[config.mk]
export PLATFORM = sky130hd
export DESIGN_NAME = shuffle_buffer_flat
export DESIGN_NICKNAME = d
export VERILOG_FILES = /design/src/rtl/shuffle_buffer_if.sv /design/src/rtl/shuffle_buffer.sv /design/src/flat_wrapper.sv
export SDC_FILE = /design/constraint.sdc
export NUM_CORES = 1
export LEC_CHECK = 0
export CORE_MARGIN = 2
export CORE_UTILIZATION = 60
export CTS_CLUSTER_SIZE = 28
export DETAILED_ROUTE_END_ITERATION = 10
export PLACE_DENSITY = 0.78
export SLEW_MARGIN = 10
export SYNTH_ARGS = -nofsm -noshare
export SYNTH_HDL_FRONTEND = slang
export SYNTH_SLANG_ARGS = --single-unit
[constraint.sdc]
create_clock -name clk -period 5.11 [get_ports clk]
set_input_delay 0.511 -clock clk [delete_from_list [all_inputs] [get_ports clk]]
set_output_delay 0.511 -clock clk [all_outputs]
set_load 0.02 [all_outputs]
[src/rtl/shuffle_buffer_if.sv]
// Handshake bundle between the stream source, the shuffle buffer and the index mapper.
interface shuffle_buffer_if #(
  parameter int bs = 16,
  parameter int DW = 8
);
  logic                   in_valid;
  logic [DW-1:0]          in_data;
  logic                   in_ready;
  logic                   flush;
  logic [bs-1:0]          cand_list;
  logic                   start;
  logic [$clog2(bs)-1:0]  buffer_index;
  logic                   out_valid;
  logic [DW-1:0]          out_data;
  logic                   out_ready;
  logic [$clog2(bs):0]    count;

  modport slave (
    input  in_valid, in_data, flush, buffer_index, out_ready,
    output in_ready, cand_list, start, out_valid, out_data, count
  );

  modport master (
    output in_valid, in_data, flush, buffer_index, out_ready,
    input  in_ready, cand_list, start, out_valid, out_data, count
  );
endinterface

[src/rtl/shuffle_buffer.sv]
// Slot buffer feeding the index mapper: fills bs words, pops the mapper-selected slot,
// refills freed slots from the input stream, and drains everything on flush.
module shuffle_buffer #(
  parameter int bs = 16,
  parameter int DW = 8
) (
  input logic             clk,
  input logic             rst,
  shuffle_buffer_if.slave bus
);
  localparam int IW = $clog2(bs);
  localparam int CW = IW + 1;

  typedef enum logic [1:0] {FILL, RUN, FLUSH} state_t;

  state_t         state, state_next;
  logic [bs-1:0]  occ, occ_next;
  logic [CW-1:0]  count, count_next;
  logic [DW-1:0]  mem [bs];
  logic [IW-1:0]  free_idx;
  logic           found;
  logic           push, pop;

  // Lowest-index empty slot, taken from occupancy at the start of the cycle.
  always_comb begin
    free_idx = '0;
    found    = 1'b0;
    for (int unsigned i = 0; i < bs; i++) begin
      if (!occ[i] && !found) begin
        free_idx = IW'(i);
        found    = 1'b1;
      end
    end
  end

  assign bus.in_ready  = (state != FLUSH) && !(&occ);
  assign bus.out_valid = (state != FILL) && occ[bus.buffer_index];
  assign bus.out_data  = mem[bus.buffer_index];
  assign bus.cand_list = occ;
  assign bus.count     = count;
  assign bus.start     = (state != FILL);

  assign push = bus.in_valid && bus.in_ready;
  assign pop  = bus.out_valid && bus.out_ready;

  // Push target is always empty and the pop slot always occupied, so they never collide.
  always_comb begin
    occ_next = occ;
    if (pop)  occ_next[bus.buffer_index] = 1'b0;
    if (push) occ_next[free_idx] = 1'b1;
    count_next = count + CW'(push) - CW'(pop);
  end

  always_comb begin
    state_next = state;
    unique case (state)
      FILL:    if (&occ_next) state_next = RUN;
      RUN:     if (bus.flush) state_next = FLUSH;
      FLUSH:   if (occ_next == '0) state_next = FILL;
      default: state_next = FILL;
    endcase
  end

  always_ff @(posedge clk) begin
    if (rst) begin
      state <= FILL;
      occ   <= '0;
      count <= '0;
    end else begin
      state <= state_next;
      occ   <= occ_next;
      count <= count_next;
    end
  end

  always_ff @(posedge clk) begin
    if (push && !rst) mem[free_idx] <= bus.in_data;
  end
endmodule

[src/flat_wrapper.sv]
// flat-port wrapper written by rule: the top's interface ports become plain ports
module shuffle_buffer_flat 
#(
  parameter int bs = 16,
  parameter int DW = 8
)
  (clk, rst, bus_in_valid, bus_in_data, bus_flush, bus_buffer_index, bus_out_ready, bus_in_ready, bus_cand_list, bus_start, bus_out_valid, bus_out_data, bus_count);
  shuffle_buffer_if #(.bs(bs), .DW(DW)) bus_i ();
  input logic clk;
  input logic rst;
  input wire logic [$bits(bus_i.in_valid)-1:0] bus_in_valid;
  input wire logic [$bits(bus_i.in_data)-1:0] bus_in_data;
  input wire logic [$bits(bus_i.flush)-1:0] bus_flush;
  input wire logic [$bits(bus_i.buffer_index)-1:0] bus_buffer_index;
  input wire logic [$bits(bus_i.out_ready)-1:0] bus_out_ready;
  output wire logic [$bits(bus_i.in_ready)-1:0] bus_in_ready;
  output wire logic [$bits(bus_i.cand_list)-1:0] bus_cand_list;
  output wire logic [$bits(bus_i.start)-1:0] bus_start;
  output wire logic [$bits(bus_i.out_valid)-1:0] bus_out_valid;
  output wire logic [$bits(bus_i.out_data)-1:0] bus_out_data;
  output wire logic [$bits(bus_i.count)-1:0] bus_count;
  assign bus_i.in_valid = bus_in_valid;
  assign bus_i.in_data = bus_in_data;
  assign bus_i.flush = bus_flush;
  assign bus_i.buffer_index = bus_buffer_index;
  assign bus_i.out_ready = bus_out_ready;
  assign bus_in_ready = bus_i.in_ready;
  assign bus_cand_list = bus_i.cand_list;
  assign bus_start = bus_i.start;
  assign bus_out_valid = bus_i.out_valid;
  assign bus_out_data = bus_i.out_data;
  assign bus_count = bus_i.count;
  shuffle_buffer #(.bs(bs), .DW(DW)) u_core (.clk(clk), .rst(rst), .bus(bus_i));
endmodule
Figure 1. Signal wires on met1 (run 1).
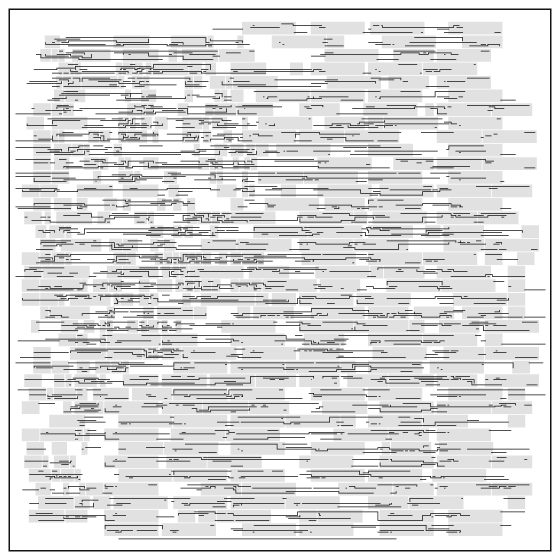
main direction: horizontal
nets with wire on the layer: 455
M1 GR Usage: 0.3962
total wirelength of the detailed-routed design: 16.08 mm
via count: 4,056

Figure 2. M2 wires (run 1).
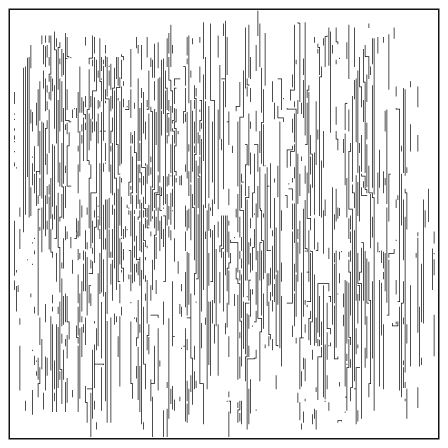
nets with wire on the layer: 448
longest straight run: 57.3 microns
wire length on this layer: 8,050 microns
fraction of met2 tracks used by global routing: 0.4865

==> notes.org, run 1 <==
* Flow results

** STA
- RSZ-0062 raised after global routing :: false
- Clock skew on the completed layout was measured at between 0.008 and 0.009 ns.
- Worst hold slack :: a little over 0.6 ns
- Max Clk Rate :: roughly 0.29 GHz

** Detailed routing
- The detailed router finished its first iteration with 305 violations.
- Iteration count of the initial detailed-routing pass :: 5
- Per the post-route antenna check, the number of violating nets is 0.

** Setup path
- Critical path startpoint category :: primary input
- Across all register-to-register paths, the minimum setup slack is 1.71 ns.
- Required time reported for the critical path endpoint :: 4.60 ns

** Run status
- Status :: finished, final reports clean

** Finish
- Layout cells sized above 1 :: 0.2071
- In the final layout, the multi-input gates occupy between 0.002 and 0.0025 sq mm.
- Area occupied by registers :: 0.004304 sq mm

** Logic synthesis
- For this run, asynchronously set or reset flops after synthesis account for 0.
- Top cell type's share of synthesized area :: 0.5881
- Cells taking the most area after synthesis :: sky130_fd_sc_hd__edfxtp_1 59%, sky130_fd_sc_hd__mux4_2 15%, sky130_fd_sc_hd__dfxtp_1 7.0%
- Flop and latch count out of synthesis :: 151
- Number of cells in Yosys stat :: between 400 and 500

** Pwr
- Power density of the placed cells :: 363.8 mW/mm^2
- VDD sags by at most about 0.29 mV.

** Clock tree
- Post-cts hold-fix buffer tally :: 0
- Per the TritonCTS log, the buffer count is 17.
- Clock sinks :: between 150 and 200
- H-tree levels :: 4
- Maximum clock insertion buffer count :: 2
- Looking at the worst setup and hold paths, the clock pins of their registers show a slew of ~0.070 ns.

** Worst hold path
- Per the hold report, the tightest min-delay path originates at u_core.state[1].
- Class of the tightest hold or removal check :: register to register

** Global route
- Number of antenna violations at the first check in global routing :: 0
- The via count of the first global-routing pass was 4,096.

** Run
- Across the run, the number of max-cap violations was 0.
Figure 3. Signal wires on met4 (run 1).
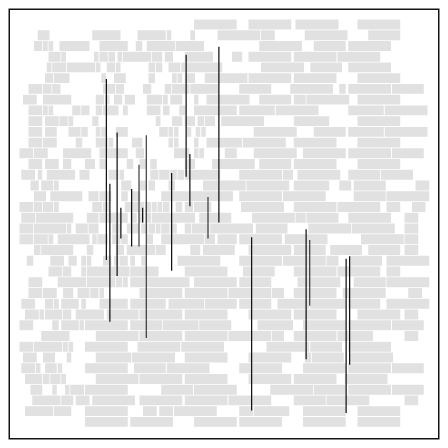
wire length on this layer: 494 microns
share of all routed wire: 3.1%

-- run 1: final timing paths --
check,to,cells after the start
hold reg to reg,u_core.state[1],3
hold / removal,u_core.state[1],3
setup reg to reg,u_core.state[0],7
setup / recovery,bus_out_data[0],5
-- run 1: state kept, by name, summed over array words and instances (netlist names) --
register and count:
u_core.mem 128, u_core.bus.cand_list 16, u_core.bus.count 5, u_core.state 2
-- run 1: area by class of cell --
type | instances | share of cell area
flip-flops and latches | 151 | 0.5523
multi-input cells | 220 | 0.2726
repair buffers | 58 | 0.07000
clock buffers | 17 | 0.05314
well taps | 140 | 0.02248
clock inverters | 15 | 0.02135
inverters | 17 | 0.008188
-- run 1: layout by cell type (no fill, tap or decap), drive strengths merged, types with 2 or more instances in the layout --
cell type and instances:
dfxtp 23, nor4 4, o21a 5, a311oi 2, nor2 34, o21ai 17
clkdlybuf4s50 46, nand3 8, xor2 3, nor3 6, a311o 2, clkinvlp 2
clkinv 4, nand3b 3, clkbuf 17, inv 24, o221ai 3, ha 5
o31a 4, and3 2, edfxtp 128, nand4 9, bufinv 2, a21oi 11
nor2b 10, o31ai 2, mux4 45, or3 8, nand2 16, a21o 2
buf 12, a31oi 2, and2 3
-- run 1: worst max-delay path, cell delays in order --
cell	delay [ns]
sky130_fd_sc_hd__buf_2	0.18
sky130_fd_sc_hd__buf_4	0.56
sky130_fd_sc_hd__mux4_2	0.62
sky130_fd_sc_hd__mux4_2	0.51
sky130_fd_sc_hd__clkdlybuf4s50_1	0.57
-- run 1: report_power, final --
part	internal, mW	switching, mW	total [mW]
Clock	0.707	0.512	1.22
Sequential	1.35	0.0159	1.37
Combinational	0.115	0.133	0.247
Total	2.17	0.661	2.84
-- run 1: layer usage --
layer | part of all wire | wire (microns) | vias up | track usage
li1 | - | - | 1751 | -
met3 | 0.059 | 942 | 40 | 0.06088
met5 | 0 | 0 | - | 0
met2 | 0.50 | 8045 | 213 | 0.4865
met1 | 0.41 | 6598 | 2052 | 0.3962
met4 | 0.031 | 493 | 0 | 0.1255
-- run 1: stage by stage --
step	util	setup WS, ns	total power, mW	cell area (sq um)	instances
after floorplan	-	1.602	1.541	6536	404
after global placement	0.6713	1.258	1.632	7213	586
after detailed placement	0.6713	1.189	1.642	7213	586
after CTS	0.7253	1.560	2.845	7794	618
after global routing	0.7253	1.482	2.913	7794	618
final	0.7253	1.618	2.835	7794	618
-- run 1: cell families (layout without fill, tap and decap cells) --
family | count (synthesis) | after routing | synth area share
xor+xnor | 4 | 4 | 0.005361
compound gates | 58 | 58 | 0.06260
simple gates | 107 | 107 | 0.08595
flops | 151 | 151 | 0.6585
buf+inv | 33 | 107 | 0.01933
mux | 45 | 45 | 0.1556
fa+ha+maj | 6 | 6 | 0.01263
==> inputs of run 2 (changes only) <==
--- a/config.mk
+++ b/config.mk
@@ -6,10 +6,10 @@
 export NUM_CORES = 1
 export LEC_CHECK = 0
 export CORE_MARGIN = 2
-export CORE_UTILIZATION = 60
+export CORE_UTILIZATION = 53
 export CTS_CLUSTER_SIZE = 28
 export DETAILED_ROUTE_END_ITERATION = 10
-export PLACE_DENSITY = 0.78
+export PLACE_DENSITY = 0.73
 export SLEW_MARGIN = 10
 export SYNTH_ARGS = -nofsm -noshare
 export SYNTH_HDL_FRONTEND = slang
==> constraint.sdc (replaced) <==
create_clock -name clk -period 3.2 [get_ports clk]
set_input_delay 0.32 -clock clk [delete_from_list [all_inputs] [get_ports clk]]
set_output_delay 0.32 -clock clk [all_outputs]
set_load 0.02 [all_outputs]
Figure 4. M2 wires (run 2).
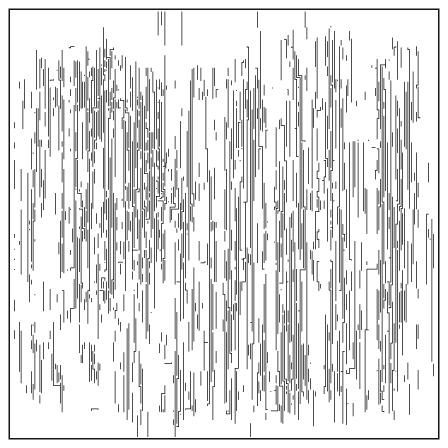
main direction: vertical
longest straight run: 62.7 microns
share of all routed wire: 51%
nets with wire on the layer: 473
via count: 4,153
fraction of met2 tracks used by global routing: 0.4455
total wirelength of the detailed-routed design: 16.57 mm

Figure 5. Signal wires on met4 (run 2).
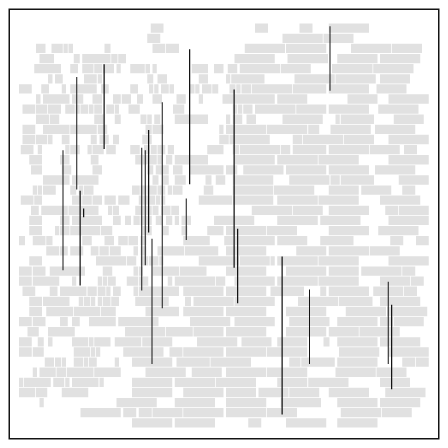
longest straight run: 55.1 microns
wire length on this layer: 533 microns
share of all routed wire: 3.2%
nets with wire on the layer: 14
main direction: vertical

==> notes.org, run 2 <==
* Flow results

** Run status
- The flow ran to the end, and the final reports show no timing, DRC or antenna violations.

** Logic synthesis
- Simple-gate area share of the yosys netlist :: 0.08595 (unchanged)
- Flop and latch count out of synthesis :: 151 (unchanged)
- Xor and xnor fraction of the mapped netlist area :: 0.005360 (unchanged)
- Cells taking the most area after synthesis :: sky130_fd_sc_hd__edfxtp_1 59%, sky130_fd_sc_hd__mux4_2 15%, sky130_fd_sc_hd__dfxtp_1 7.0%
- The count of instantiated cells in the yosys netlist is 404 (unchanged).

** Finish
- The layout cell share with drive strength beyond 1 is 0.2573 (+0.05020).
- Dominant logic cell types in the final layout :: 128 x sky130_fd_sc_hd__edfxtp_1, 46 x sky130_fd_sc_hd__clkdlybuf4s50_1, 44 x sky130_fd_sc_hd__mux4_2, 44 x sky130_fd_sc_hd__buf_4, 34 x sky130_fd_sc_hd__nor2_1
- Register bank with the most flops :: u_core.mem
- Flip-flop count of the largest register after layout :: 128 (unchanged)

** Clock tree
- Maximum clock insertion buffer count :: 2 (unchanged)
- H-tree levels :: 4 (unchanged)

** Run
- The number of violations of the max-capacitance limit came to 0 (unchanged).

** Setup path
- The delay of the slowest cell on the worst path is 0.49 ns (-0.13 ns).
- The required time reported for the critical path endpoint is 3.49 ns (-1.11 ns).
- The worst setup path is launched from a register.

** Detailed routing
- Highest Signal Layer :: met4
- The count of antenna-violating nets left after detailed routing is 0 (unchanged).
- Met2 Wirelength :: 8.454 mm (+5.1%)

** STA
- Static timing analysis puts the maximum clock frequency at 0.3352 GHz.
- Setup repair after global routing left no endpoint under its margin.
- Worst hold slack :: 0.5083 ns (-0.1025 ns)

** Global route
- Via count of the first global-routing pass :: 4,214 (+2.9%)

** Placed design
- The placement-stage worst setup slack is -0.05087 ns (-1.240 ns).

** Worst hold path
- STA reports the tightest min-delay check as being of type primary input to register.

** Pwr
- Power density of the placed cells :: 561.4 mW/mm^2 (+54%)
==> run 2: cell counts after synthesis <==
No cell type changed its count.
==> run 2: worst min-delay path: stages <==
cell	delay, ns
sky130_fd_sc_hd__clkdlybuf4s50_1	0.43
sky130_fd_sc_hd__nand2_1	0.07
sky130_fd_sc_hd__a21oi_1	0.05
==> run 2: area by class of cell <==
type,count,share of cell area
Tap cell,147,0.02278
Multi-Input combinational cell,220,0.2632
Clock inverter,14,0.01813
Sequential cell,151,0.5332
Clock buffer,18,0.05316
Timing Repair Buffer,93,0.1017
Inverter,17,0.007905
==> run 2: metal layers <==
layer  track usage  vias up
met1        0.3306     2048
li1              -     1827
met5             0        -
met4        0.1221        0
met3       0.04955       40
met2        0.4455      238
==> run 2: worst paths after layout <==
| kind | end | slack, ns | cells past startpoint |
|---|---|---|---|
| setup / recovery | u_core.bus.count[4] | 0.22 | 13 |
| hold / removal | u_core.state[1] | 0.51 | 3 |
| setup reg to reg | u_core.bus.count[4] | 0.22 | 13 |
| hold reg to reg | u_core.state[1] | 0.58 | 3 |
==> run 2: logic make-up (layout without fill, tap and decap cells) <==
family                   count (synthesis)  in the layout
flip-flops                             151            151
AND-OR/OR-AND                           58             58
buffers and inverters                   33            142
XOR/XNOR                                 4              4
multiplexers                            45             45
AND/OR/NAND/NOR                        107            107
adder cells (fa/ha/maj)                  6              6
==> run 2: stage by stage <==
stage / TNS, ns / power, mW / instance area (sq um) / instances
floorplan: 0 / 2.460 / 6538 / 404
global placement: 0 / 2.626 / 7497 / 628
detailed placement: -0.05087 / 2.636 / 7497 / 628
CTS: 0 / 4.563 / 8073 / 660
global route: 0 / 4.665 / 8073 / 660
finish: 0 / 4.532 / 8073 / 660
==> run 2: power breakdown <==
group	switching [mW]	internal (mW)
Clock	0.784	1.15
Sequential	0.0185	2.16
Combinational	0.220	0.195
Total	1.02	3.51
Power figures rest on the tool's default switching activity, not on a simulated workload.
